$ cat src/rtl/wb_cache_ctrl.sv
// wb_cache_ctrl: direct-mapped, write-back, write-allocate cache with one
// data word per line. Tag/data storage is held in arrays with a registered
// read; valid/dirty bits are flops so reset can clear them in one cycle.
// The controller FSM handles hits, dirty-line write-back and line refill.
// Optional feature macro: CACHE_STATS_EN adds saturating hit/miss counters.
module wb_cache_ctrl #(
    parameter int ADDR_W = 32,
    parameter int DATA_W = 32,
    parameter int LINES  = 8
) (
    input  logic              clk,
    input  logic              reset,
    input  logic              req_valid,
    output logic              req_ready,
    input  logic              req_we,
    input  logic [ADDR_W-1:0] req_addr,
    input  logic [DATA_W-1:0] req_wdata,
    output logic              resp_valid,
    output logic [DATA_W-1:0] resp_rdata,
    output logic              mem_req_valid,
    input  logic              mem_req_ready,
    output logic              mem_we,
    output logic [ADDR_W-1:0] mem_addr,
    output logic [DATA_W-1:0] mem_wdata,
    input  logic              mem_resp_valid,
    input  logic [DATA_W-1:0] mem_rdata
`ifdef CACHE_STATS_EN
    ,
    output logic [31:0]       hit_count,
    output logic [31:0]       miss_count
`endif
);

    localparam int IDX_W = $clog2(LINES);
    localparam int OFF_W = $clog2(DATA_W / 8);
    localparam int TAG_W = ADDR_W - IDX_W - OFF_W;

    typedef enum logic [2:0] {
        IDLE,
        LOOKUP,
        WB_REQ,
        FILL_REQ,
        FILL_WAIT
    } state_t;

    state_t             r_state;
    logic               r_we;
    logic [TAG_W-1:0]   r_tag;
    logic [IDX_W-1:0]   r_idx;
    logic [DATA_W-1:0]  r_wdata;
    logic [DATA_W-1:0]  r_rd_data;
    logic [TAG_W-1:0]   r_rd_tag;
    logic [LINES-1:0]   r_valid;
    logic [LINES-1:0]   r_dirty;
    logic               r_resp_valid;
    logic [DATA_W-1:0]  r_resp_rdata;
    logic               r_mem_req_valid;
    logic               r_mem_we;
    logic [ADDR_W-1:0]  r_mem_addr;
    logic [DATA_W-1:0]  r_mem_wdata;

    logic [DATA_W-1:0]  r_data_mem [LINES];
    logic [TAG_W-1:0]   r_tag_mem  [LINES];

    logic [IDX_W-1:0]   w_req_idx;
    logic [TAG_W-1:0]   w_req_tag;
    logic               w_accept;
    logic               w_fill;
    logic               w_hit;
    logic               w_store_hit;

    assign w_req_idx   = req_addr[OFF_W +: IDX_W];
    assign w_req_tag   = req_addr[ADDR_W-1 -: TAG_W];
    assign w_accept    = (r_state == IDLE) && req_valid;
    assign w_fill      = (r_state == FILL_WAIT) && mem_resp_valid;
    assign w_hit       = r_valid[r_idx] && (r_rd_tag == r_tag);
    assign w_store_hit = (r_state == LOOKUP) && w_hit && r_we;

    assign req_ready     = (r_state == IDLE);
    assign resp_valid    = r_resp_valid;
    assign resp_rdata    = r_resp_rdata;
    assign mem_req_valid = r_mem_req_valid;
    assign mem_we        = r_mem_we;
    assign mem_addr      = r_mem_addr;
    assign mem_wdata     = r_mem_wdata;

    // Byte-offset bits of the request address do not select anything.
    generate
        if (OFF_W > 0) begin : g_off
            logic w_unused_off;
            assign w_unused_off = ^req_addr[OFF_W-1:0];
        end
    endgenerate

    // Build a word-aligned memory address from a tag and an index.
    function automatic logic [ADDR_W-1:0] f_addr(input logic [TAG_W-1:0] tag,
                                                 input logic [IDX_W-1:0] idx);
        logic [ADDR_W-1:0] a;
        a = '0;
        a[ADDR_W-1 -: TAG_W] = tag;
        a[OFF_W +: IDX_W]    = idx;
        return a;
    endfunction

    // Tag/data array writes: refill installs the line, a store hit merges data.
    always_ff @(posedge clk) begin
        if (w_fill) begin
            r_data_mem[r_idx] <= mem_rdata;
            r_tag_mem[r_idx]  <= r_tag;
        end else if (w_store_hit) begin
            r_data_mem[r_idx] <= r_wdata;
        end
    end

    // Registered array read at accept; a refill forwards the new line so the
    // re-lookup sees it without another read cycle.
    always_ff @(posedge clk) begin
        if (w_accept) begin
            r_rd_data <= r_data_mem[w_req_idx];
            r_rd_tag  <= r_tag_mem[w_req_idx];
        end else if (w_fill) begin
            r_rd_data <= mem_rdata;
            r_rd_tag  <= r_tag;
        end
    end

    // Per-line valid and dirty flags.
    generate
        for (genvar gi = 0; gi < LINES; gi++) begin : g_line
            // Refill marks the line valid and clean; a store hit dirties it.
            always_ff @(posedge clk) begin
                if (reset) begin
                    r_valid[gi] <= 1'b0;
                    r_dirty[gi] <= 1'b0;
                end else if (w_fill && (r_idx == IDX_W'(gi))) begin
                    r_valid[gi] <= 1'b1;
                    r_dirty[gi] <= 1'b0;
                end else if (w_store_hit && (r_idx == IDX_W'(gi))) begin
                    r_dirty[gi] <= 1'b1;
                end
            end
        end
    endgenerate

    // Controller FSM with registered CPU and memory-side outputs.
    always_ff @(posedge clk) begin
        if (reset) begin
            r_state         <= IDLE;
            r_we            <= 1'b0;
            r_tag           <= '0;
            r_idx           <= '0;
            r_wdata         <= '0;
            r_resp_valid    <= 1'b0;
            r_resp_rdata    <= '0;
            r_mem_req_valid <= 1'b0;
            r_mem_we        <= 1'b0;
            r_mem_addr      <= '0;
            r_mem_wdata     <= '0;
        end else begin
            r_resp_valid <= 1'b0;
            r_resp_rdata <= '0;
            case (r_state)
                IDLE: begin
                    if (req_valid) begin
                        r_we    <= req_we;
                        r_tag   <= w_req_tag;
                        r_idx   <= w_req_idx;
                        r_wdata <= req_wdata;
                        r_state <= LOOKUP;
                    end
                end
                LOOKUP: begin
                    if (w_hit) begin
                        r_resp_valid <= 1'b1;
                        r_resp_rdata <= r_we ? '0 : r_rd_data;
                        r_state      <= IDLE;
                    end else if (r_valid[r_idx] && r_dirty[r_idx]) begin
                        r_mem_req_valid <= 1'b1;
                        r_mem_we        <= 1'b1;
                        r_mem_addr      <= f_addr(r_rd_tag, r_idx);
                        r_mem_wdata     <= r_rd_data;
                        r_state         <= WB_REQ;
                    end else begin
                        r_mem_req_valid <= 1'b1;
                        r_mem_we        <= 1'b0;
                        r_mem_addr      <= f_addr(r_tag, r_idx);
                        r_mem_wdata     <= '0;
                        r_state         <= FILL_REQ;
                    end
                end
                WB_REQ: begin
                    if (mem_req_ready) begin
                        r_mem_we    <= 1'b0;
                        r_mem_addr  <= f_addr(r_tag, r_idx);
                        r_mem_wdata <= '0;
                        r_state     <= FILL_REQ;
                    end
                end
                FILL_REQ: begin
                    if (mem_req_ready) begin
                        r_mem_req_valid <= 1'b0;
                        r_mem_addr      <= '0;
                        r_state         <= FILL_WAIT;
                    end
                end
                FILL_WAIT: begin
                    if (mem_resp_valid) begin
                        r_state <= LOOKUP;
                    end
                end
                default: begin
                    r_state <= IDLE;
                end
            endcase
        end
    end

`ifdef CACHE_STATS_EN
    logic        r_first;
    logic [31:0] r_hit_count;
    logic [31:0] r_miss_count;

    assign hit_count  = r_hit_count;
    assign miss_count = r_miss_count;

    // Count each request once, at its first lookup only; saturate at all-ones.
    always_ff @(posedge clk) begin
        if (reset) begin
            r_first      <= 1'b0;
            r_hit_count  <= '0;
            r_miss_count <= '0;
        end else begin
            if (w_accept) begin
                r_first <= 1'b1;
            end else if (r_state == LOOKUP) begin
                r_first <= 1'b0;
            end
            if ((r_state == LOOKUP) && r_first) begin
                if (w_hit) begin
                    if (r_hit_count != 32'hFFFF_FFFF) r_hit_count <= r_hit_count + 32'd1;
                end else begin
                    if (r_miss_count != 32'hFFFF_FFFF) r_miss_count <= r_miss_count + 32'd1;
                end
            end
        end
    end
`endif

endmodule

$ cat config.mk
export PLATFORM = sky130hd
export DESIGN_NAME = wb_cache_ctrl
export DESIGN_NICKNAME = d
export VERILOG_FILES = /design/src/rtl/wb_cache_ctrl.sv
export SDC_FILE = /design/constraint.sdc
export NUM_CORES = 1
export LEC_CHECK = 0
export CAP_MARGIN = 15
export CORE_MARGIN = 2
export CORE_UTILIZATION = 40
export DETAILED_ROUTE_END_ITERATION = 12
export SLEW_MARGIN = 5
export SYNTH_ARGS = -nofsm -noshare
export SYNTH_HDL_FRONTEND = slang
export SYNTH_SLANG_ARGS = --single-unit
$ cat constraint.sdc
create_clock -name clk -period 7.3 [get_ports clk]
set_input_delay 1.46 -clock clk [delete_from_list [all_inputs] [get_ports clk]]
set_output_delay 1.46 -clock clk [all_outputs]
set_load 0.005 [all_outputs]
==> images/wires.png <==
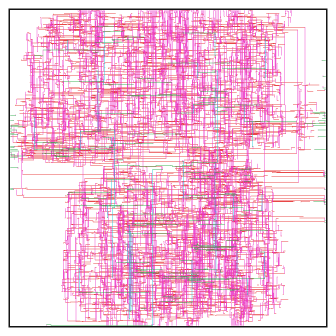
| layer | colour | wire length |
|---|---|---|
| metal 1 | red | 28.5 mm |
| metal 2 | magenta | 33.9 mm |
| metal 3 | green | 2610 um |
| metal 4 | cyan | 1180 um |

==> impl_metrics.csv <==
group,metric,value,unit
worst_setup_path,path_class,"reg2reg",
sta,drv_slew,0,
power,power_density,278,nW/um^2
synthesis,yosys_cells,1730,
place,pre_cts_ws,2690,ps
place,place.gp.congestion,0.793,
die,die_area,70700,sq um
finish,final_layout_size_suffix_gt1_frac,0.146,
worst_setup_path,crit_fanout,20,
sta,final_hold_viol_count,0,
power,clockPowerShare,0.389,
finish,antennaDiodeCount,0,
clock_network,htreeDepth,3,
die,core_area,68200,sq um
power,leakagePower,10.8,nW
power,combPwrFrac,0.097,
synthesis,synth_warnings,0,
route,vias,15400,
die,die_w,266,um
worst_setup_path,critPathCaptureType,"flop",
synthesis,ff_type,"edfxtp_1",
clock_network,cts_buffer_depth,3,
sta,max_slew_margin,0.216,
route,avgRoutedWirePerCell,23.1,um
global_route,track_usage,0.189,
finish,layout.nets,2026,
global_route,antenna_found_initial,0,
finish,regArea,19500,sq um
worst_setup_path,cp-start-kind,"flop",
power,switchingPower,0.00219,W
synthesis,postSynthSeqShare,0.712,
die,initial_core_util,0.402,
die,die_h,266,um
flow_run,warning_count,28,
route,drcViolationCount,0,
sta,clock_skew,24.8,ps
clock_network,hold_buffers,0,
worst_setup_path,critPathRequiredTime,7580,ps
power,pwr-share-seq,0.514,
status,status,"finished, final reports clean",
route,dr.pass1.iters,5,
die,fp-row-count,96,
die,ios,202,
==> images/placement_by_type.png <==
Fill, decap, tap and diode cells in grey.
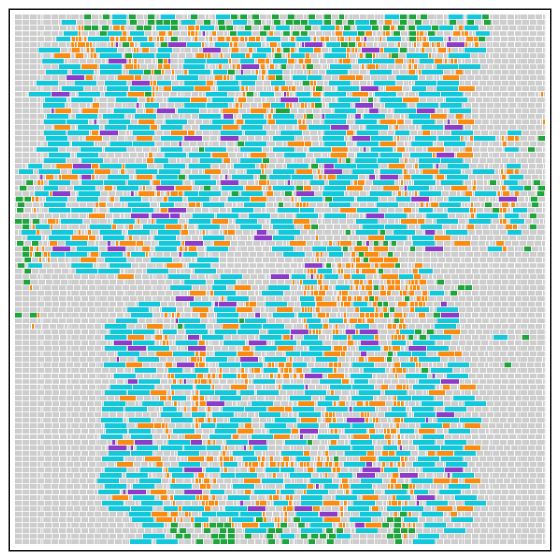
| class | colour | cells | share of their area |
|---|---|---|---|
| combinational and other logic | orange | 907 | 24% |
| sequential cells | cyan | 710 | 62% |
| clock drivers and dummy loads | purple | 137 | 7.2% |
| remaining buffers and delay cells | green | 231 | 7.1% |

-- per-layer routing --
metal / track usage / up-vias / share of wire
li1: - / 6973 / -
met3: 0.0218 / 77 / 0.039
met2: 0.328 / 364 / 0.51
met4: 0.0565 / 0 / 0.018
met5: 0 / - / 0
met1: 0.251 / 7959 / 0.43
-- registers in the layout, indices dropped and copies added, names as in the netlist --
register,cells
r_we,1
r_data_mem,256
r_rd_tag,27
r_dirty,8
r_tag_mem,216
mem_req_valid,1
r_wdata,32
mem_addr,30
r_rd_data,32
r_state,3
mem_wdata,32
r_idx,3
resp_rdata,32
mem_we,1
resp_valid,1
r_valid,8
r_tag,27
-- synth_stat cells, types with 14 or more instances --
master    number
mux2_1        31
buf_1         14
xnor2_1       27
o21ai_0       63
edfxtp_1     531
dfxtp_1      179
nand2_1      227
mux4_2       118
and2_1        35
a311oi_1      27
a21oi_1       97
mux2i_1       96
nor2_1        37
clkbuf_1      76
buf_2         16
nand2b_1      35
nand3_1       33
-- worst max-delay path, cell delays in order, from the launching register on --
cell,delay [ps]
dfxtp_1,980
o21ai_1,250
a2111oi_4,670
and4_1,510
nand2_2,130
a211oi_4,980
buf_4,480
-- logic make-up after synthesis --
logic type,after synthesis,share of synthesized area
compound gates,212,0.0454
xor+xnor,27,0.00862
buf+inv,118,0.0184
flops,710,0.712
mux,248,0.146
other cells,1,0.000137
simple gates,414,0.0697
-- power by group through the flow --
stage                     Combinational [W]  Clock (W)  Sequential, W
final                              0.000880    0.00354        0.00468
after global routing               0.000961    0.00376        0.00470
after CTS                          0.000889    0.00361        0.00468
after detailed placement           0.000887          0        0.00476
after global placement             0.000871          0        0.00475
after floorplan                    0.000539          0        0.00470
-- layout make-up --
class | instances | area share
sequential | 710 | 0.597
multi-input combinational | 903 | 0.231
timing repair buffer | 231 | 0.0682
clock buffer | 115 | 0.0650
tap | 882 | 0.0337
clock inverter | 22 | 0.00447
inverter | 4 | 0.000459
-- final timing paths --
path / depth (start not counted) / start / slack, ps / endpoint
setup / recovery: 6 / r_idx[2]$_SDFFE_PP0P_ / 2920 / r_data_mem[4][13]$_DFFE_PP_
hold / removal: 2 / r_wdata[28]$_SDFFE_PP0P_ / 450 / r_wdata[28]$_SDFFE_PP0P_
setup reg to reg: 6 / r_idx[2]$_SDFFE_PP0P_ / 2920 / r_data_mem[4][13]$_DFFE_PP_
hold reg to reg: 2 / r_wdata[28]$_SDFFE_PP0P_ / 450 / r_wdata[28]$_SDFFE_PP0P_
-- metrics by stage --
step           cell area [sq um]  power [W]  hold WS, ps  utilization  cells
2_1_floorplan              27400    0.00524          425            -   1731
3_3_place_gp               30500    0.00563          441        0.446   2730
3_5_place_dp               30500    0.00565          445        0.446   2730
4_1_cts                    32700    0.00918          454        0.480   2867
5_1_grt                    32700    0.00942          469        0.480   2867
6_report                   32700    0.00910          453        0.480   2867
Power is estimated from default activity; no workload was simulated.
